--- src/rtl/wm_i2c_sequencer.sv ---
// WM8731 control sequencer: plays the codec power-up table through the shared
// I2C master, then forwards user register writes held in a one-entry buffer.
//
// Handshake with the I2C master: a command is offered by a one-cycle
// i2c_send_flag_o pulse, given only while i2c_busy_i is low; i2c_data_o stays
// stable from that pulse until i2c_done_i (sampled only in WAIT) or a timeout
// ends the command. On the user side, user_en_i is a one-cycle request that is
// either accepted (user_ack_o on the following cycle) or refused (user_drop_o).
module wm_i2c_sequencer #(
    parameter int GAP_CYCLES     = 500,
    parameter int TIMEOUT_CYCLES = 1000000
) (
    input  logic        clk,
    input  logic        rst_n,
    input  logic [15:0] user_data_i,
    input  logic        user_en_i,
    output logic        user_ack_o,
    output logic        user_drop_o,
    output logic [15:0] i2c_data_o,
    output logic        i2c_send_flag_o,
    input  logic        i2c_busy_i,
    input  logic        i2c_done_i,
    output logic        init_done_o,
    output logic        seq_busy_o,
    output logic        timeout_err_o,
    output logic [7:0]  cmd_count_o,
    output logic [2:0]  state_dbg_o
);

    localparam int GW = (GAP_CYCLES > 1) ? $clog2(GAP_CYCLES + 1) : 1;
    localparam int TW = (TIMEOUT_CYCLES > 1) ? $clog2(TIMEOUT_CYCLES) : 1;
    localparam logic [3:0] LAST_IDX = 4'd8;

    typedef enum logic [2:0] {
        ST_BOOT  = 3'd0,
        ST_IDLE  = 3'd1,
        ST_ISSUE = 3'd2,
        ST_WAIT  = 3'd3,
        ST_GAP   = 3'd4
    } state_t;

    state_t        state, state_n;
    logic [3:0]    idx, idx_n;
    logic [GW-1:0] gap_cnt, gap_n;
    logic [TW-1:0] to_cnt, to_n;
    logic [15:0]   data_n;
    logic [15:0]   buf_q;
    logic          buf_full;
    logic          drain;
    logic          flag_n;
    logic          err_set;
    logic          cnt_inc;
    logic          init_set;

    // Codec power-up words, sent in index order 0..8.
    function automatic logic [15:0] boot_word(input logic [3:0] i);
        case (i)
            4'd0:    boot_word = 16'h1E00;
            4'd1:    boot_word = 16'h0C00;
            4'd2:    boot_word = 16'h0812;
            4'd3:    boot_word = 16'h0A00;
            4'd4:    boot_word = 16'h0E02;
            4'd5:    boot_word = 16'h1000;
            4'd6:    boot_word = 16'h0479;
            4'd7:    boot_word = 16'h0679;
            4'd8:    boot_word = 16'h1201;
            default: boot_word = 16'h0000;
        endcase
    endfunction

    assign state_dbg_o = state;

    // Next-state and per-cycle control decisions for the command FSM.
    always_comb begin
        state_n  = state;
        idx_n    = idx;
        gap_n    = gap_cnt;
        to_n     = to_cnt;
        data_n   = i2c_data_o;
        drain    = 1'b0;
        flag_n   = 1'b0;
        err_set  = 1'b0;
        cnt_inc  = 1'b0;
        init_set = 1'b0;
        case (state)
            ST_BOOT: begin
                data_n  = boot_word(idx);
                state_n = ST_ISSUE;
            end
            ST_IDLE: begin
                if (buf_full) begin
                    data_n  = buf_q;
                    drain   = 1'b1;
                    state_n = ST_ISSUE;
                end
            end
            ST_ISSUE: begin
                if (!i2c_busy_i) begin
                    flag_n  = 1'b1;
                    to_n    = '0;
                    state_n = ST_WAIT;
                end
            end
            ST_WAIT: begin
                // A done pulse on the terminal count cycle still counts as done.
                if (i2c_done_i) begin
                    cnt_inc = 1'b1;
                    gap_n   = '0;
                    state_n = ST_GAP;
                end else if (to_cnt == TW'(TIMEOUT_CYCLES - 1)) begin
                    err_set = 1'b1;
                    cnt_inc = 1'b1;
                    gap_n   = '0;
                    state_n = ST_GAP;
                end else begin
                    to_n = to_cnt + 1'b1;
                end
            end
            ST_GAP: begin
                if (gap_cnt == GW'(GAP_CYCLES - 1)) begin
                    if (!init_done_o) begin
                        if (idx < LAST_IDX) begin
                            idx_n   = idx + 1'b1;
                            state_n = ST_BOOT;
                        end else begin
                            init_set = 1'b1;
                            state_n  = ST_IDLE;
                        end
                    end else begin
                        state_n = ST_IDLE;
                    end
                end else begin
                    gap_n = gap_cnt + 1'b1;
                end
            end
            default: state_n = ST_BOOT;
        endcase
    end

    // FSM state, counters and the command-side outputs.
    always_ff @(posedge clk or negedge rst_n) begin
        if (!rst_n) begin
            state           <= ST_BOOT;
            idx             <= '0;
            gap_cnt         <= '0;
            to_cnt          <= '0;
            i2c_data_o      <= 16'h0000;
            i2c_send_flag_o <= 1'b0;
            init_done_o     <= 1'b0;
            seq_busy_o      <= 1'b0;
            timeout_err_o   <= 1'b0;
            cmd_count_o     <= 8'd0;
        end else begin
            state           <= state_n;
            idx             <= idx_n;
            gap_cnt         <= gap_n;
            to_cnt          <= to_n;
            i2c_data_o      <= data_n;
            i2c_send_flag_o <= flag_n;
            seq_busy_o      <= (state_n != ST_IDLE);
            if (init_set) init_done_o <= 1'b1;
            if (err_set) timeout_err_o <= 1'b1;
            if (cnt_inc) cmd_count_o <= cmd_count_o + 8'd1;
        end
    end

    // Single-entry user buffer; a request arriving while it is full (including
    // the cycle IDLE drains it) is refused and flagged.
    always_ff @(posedge clk or negedge rst_n) begin
        if (!rst_n) begin
            buf_q       <= 16'h0000;
            buf_full    <= 1'b0;
            user_ack_o  <= 1'b0;
            user_drop_o <= 1'b0;
        end else begin
            user_ack_o <= user_en_i && !buf_full;
            if (user_en_i) begin
                if (buf_full) begin
                    user_drop_o <= 1'b1;
                end else begin
                    buf_q    <= user_data_i;
                    buf_full <= 1'b1;
                end
            end
            if (drain) buf_full <= 1'b0;
        end
    end

endmodule

--- config.mk ---
export PLATFORM = sky130hd
export DESIGN_NAME = wm_i2c_sequencer
export DESIGN_NICKNAME = d
export VERILOG_FILES = /design/src/rtl/wm_i2c_sequencer.sv
export SDC_FILE = /design/constraint.sdc
export NUM_CORES = 1
export LEC_CHECK = 0
export CAP_MARGIN = 20
export CORE_ASPECT_RATIO = 0.9
export CORE_MARGIN = 2
export CORE_UTILIZATION = 61
export DETAILED_ROUTE_END_ITERATION = 6
export DONT_BUFFER_PORTS = 1
export HOLD_SLACK_MARGIN = 0.08
export MAX_ROUTING_LAYER = met4
export PLACE_DENSITY = 0.84
export SYNTH_ARGS = -nofsm -noshare
export SYNTH_HDL_FRONTEND = slang
export SYNTH_SLANG_ARGS = --single-unit
--- constraint.sdc ---
create_clock -name clk -period 6.4 [get_ports clk]
set_clock_uncertainty 0.05 [all_clocks]
set_input_delay 1.28 -clock clk [delete_from_list [all_inputs] [get_ports clk]]
set_output_delay 1.28 -clock clk [all_outputs]
set_load 0.005 [all_outputs]
Clock routing:
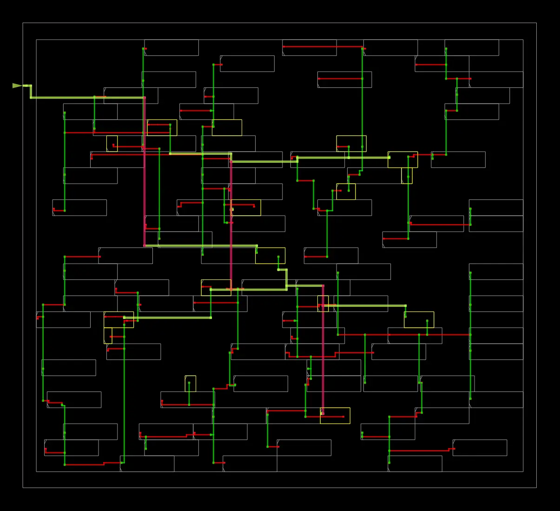
Seq cells: 83
clk ins delay skew pair: 350 ps

Clock network drawn from the DEF:
Scale bar: 20 um.
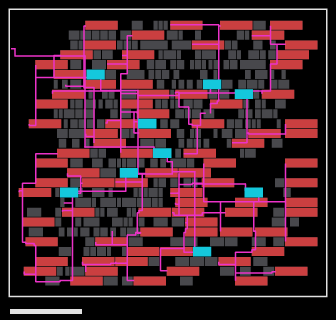
[flip-flops] red | count: 83
[clock wires] magenta | length: 921 um
[cells driving clock nets] cyan | count: 9
routed clock nets: 10
flops lie: all over the die

Sequential cells colored by netlist name:
Scale bar: 20 um. Other sequential cells in the stronger gray, the rest of the logic in the fainter gray.
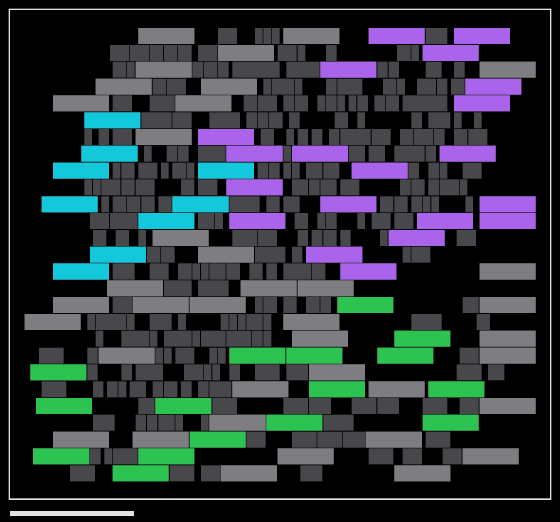
[gap_cnt] cyan | placed flops: 9 | where: middle left
[to_cnt] purple | placed flops: 20
[buf_q] green | placed flops: 16
not colored: 38

==> GITHUB_STEP_SUMMARY <==
## PnR job results

| Metric | Value |
|---|---|
| Origin of the critical flop-to-flop path | `to_cnt[0]` |
| Seq/Total Area, Yosys | `0.5444` |
| Final Cell Area | `0.004006 mm2` |
| Critical Path Max Stage Delay | `780 ps` |
| Most frequent cells in the layout | `dfrtp_1, nand2_1, nor2_1` |
| Avg Inst Size Synth | `11.09 um2` |
| Pwr Density | `358.1 mW/mm2` |
| Clock buf count | `11` |
| Crit path from | `to_cnt[0]` |
| Logic share of the area | `0.4041` |
| Combinational power | `325 uW` |
| Clock power share | `0.228` |
| Synth Area in Simple Gates | `0.1722` |
| Flop share of the area | `0.5184` |
| Highest metal used | `met4` |
| Max_cap viols | `0` |
| Post-layout util | `0.6588` |
| CTS tree | `built` |
| Grt total ovfl | `0` |
| Most numerous logic cell after layout | `dfrtp_1` |
| R2R cell count | `6` |
| Die height | `79.03 um` |
| Routed len/inst | `17.56 um` |
| Worst Tran Pin Value | `956.0 ps` |
| HP Start | `user_drop_o` |
| Total CTS buffers | `9` |
| Max Slew Vio Count | `0` |
| Most instantiated library cell after synthesis | `dfrtp_1` |
| Initial antenna violation count | `0` |
| Post-Place Cell Area | `0.003831 mm2` |
| Largest register FFs | `20` |
| Largest net degree at the start of global routing | `between 80 and 90` |
| CP Max Fanout | `11` |
| Layout cell share with drive strength beyond 1 | `0.1214` |
| Mux area share | `0.06494` |
| Layout area overhead | `5.018%` |
| Internal | `960.5 uW` |
| Clk slew on worst S/H paths | `80 ps` |
| Core area | `0.006081 mm2` |
| Wl on met1 | `3248 um` |
| Synth logic family | `simple AND/OR/NAND/NOR gates` |
| Yosys stat cell total | `344` |
| GR Util met2 | `0.3576` |
| Non-clk bufs | `2` |
| Cell type with the largest total area | `dfrtp_1` |
| Clock sinks | `83` |
| Outcome | `finished, final reports clean` |
| Drt via density | `around 6.2` |
| Total GRT Usage | `0.2376` |
| Fin crit share | `0.4630` |
| Switch share | `0.3305` |
| Critical Path, Cell by Cell | `ha_1 -> nand3_1 -> or4_1 -> nor3_1 -> nand3b_1 -> mux2i_1` |
| Vias in the first global route | `2594` |
| Leading cell kind | `registers` |
| Dpl hpwl | `4967 um` |
| Cell area after synthesis | `approximately 0.0038 mm2` |
| ANT nets after route | `0` |
| DRT iter0 DRCs | `221` |
| Multi-Input Combinational | `approximately 240` |
| Root Driver | `clkbuf_8` |
| Hold Path Sink | `user_drop_o` |
| Data buffer area share | `0.003123` |
| Post-synth EDFFs | `0` |
| ClkCell Share | `0.04247` |
| I/O pin cnt | `54` |
| Cts hold-fix bufs | `0` |
| Drt pass-1 iters | `4` |
| Reg2Reg Setup Slack | `3440 ps` |
| Comb power frac | `0.227` |
| Top pwr grp | `sequential cells` |
| Longest Clk Path Bufs | `2` |
| Yosys warns | `0` |
| Met3 Routed Length | `343 um` |
| Highest clock rate | `337.5 MHz` |
| Final hold violation count | `0` |
| Leakage | `around 1.8 nW` |
| Cells after Synth | `between 300 and 400` |
| Slowest CP cell | `nor3_1` |
| Met2 WL | `3631 um` |
| Crit end category | `flop` |
| Seq pwr share | `0.545` |
| CP bufs+invs | `0` |
Metal layers overlaid:
Scale bar: 20 um. Two of the layers only.
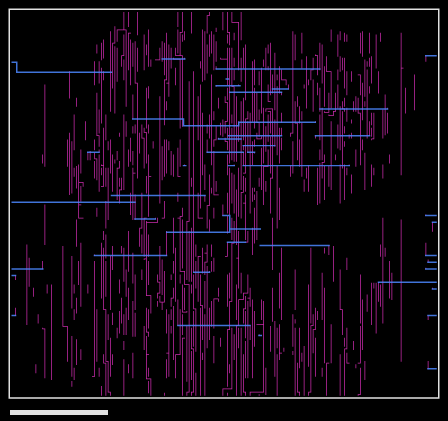
[met3] blue | wire length: 343 um
[met2] magenta | wire length: 3630 um

Placed cells, one color a class:
Fill, decap, tap and diode cells in gray.
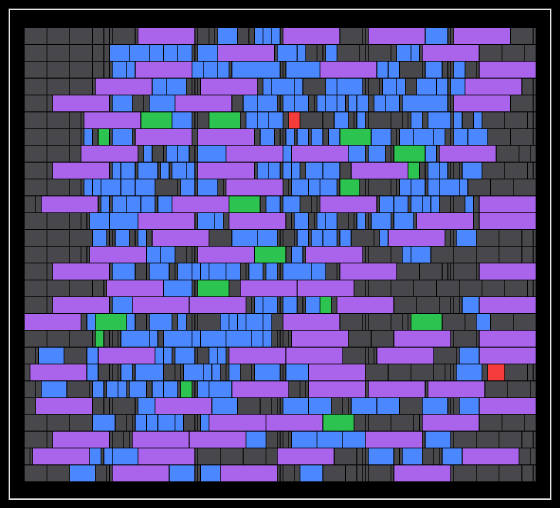
[all other logic] blue | cells: 245
[other buffers and delay cells] red | cells: 2
[clock drivers and dummy loads] green | cells: 16
[flip-flops] purple | cells: 83

Power and IR drop assume default switching activity.
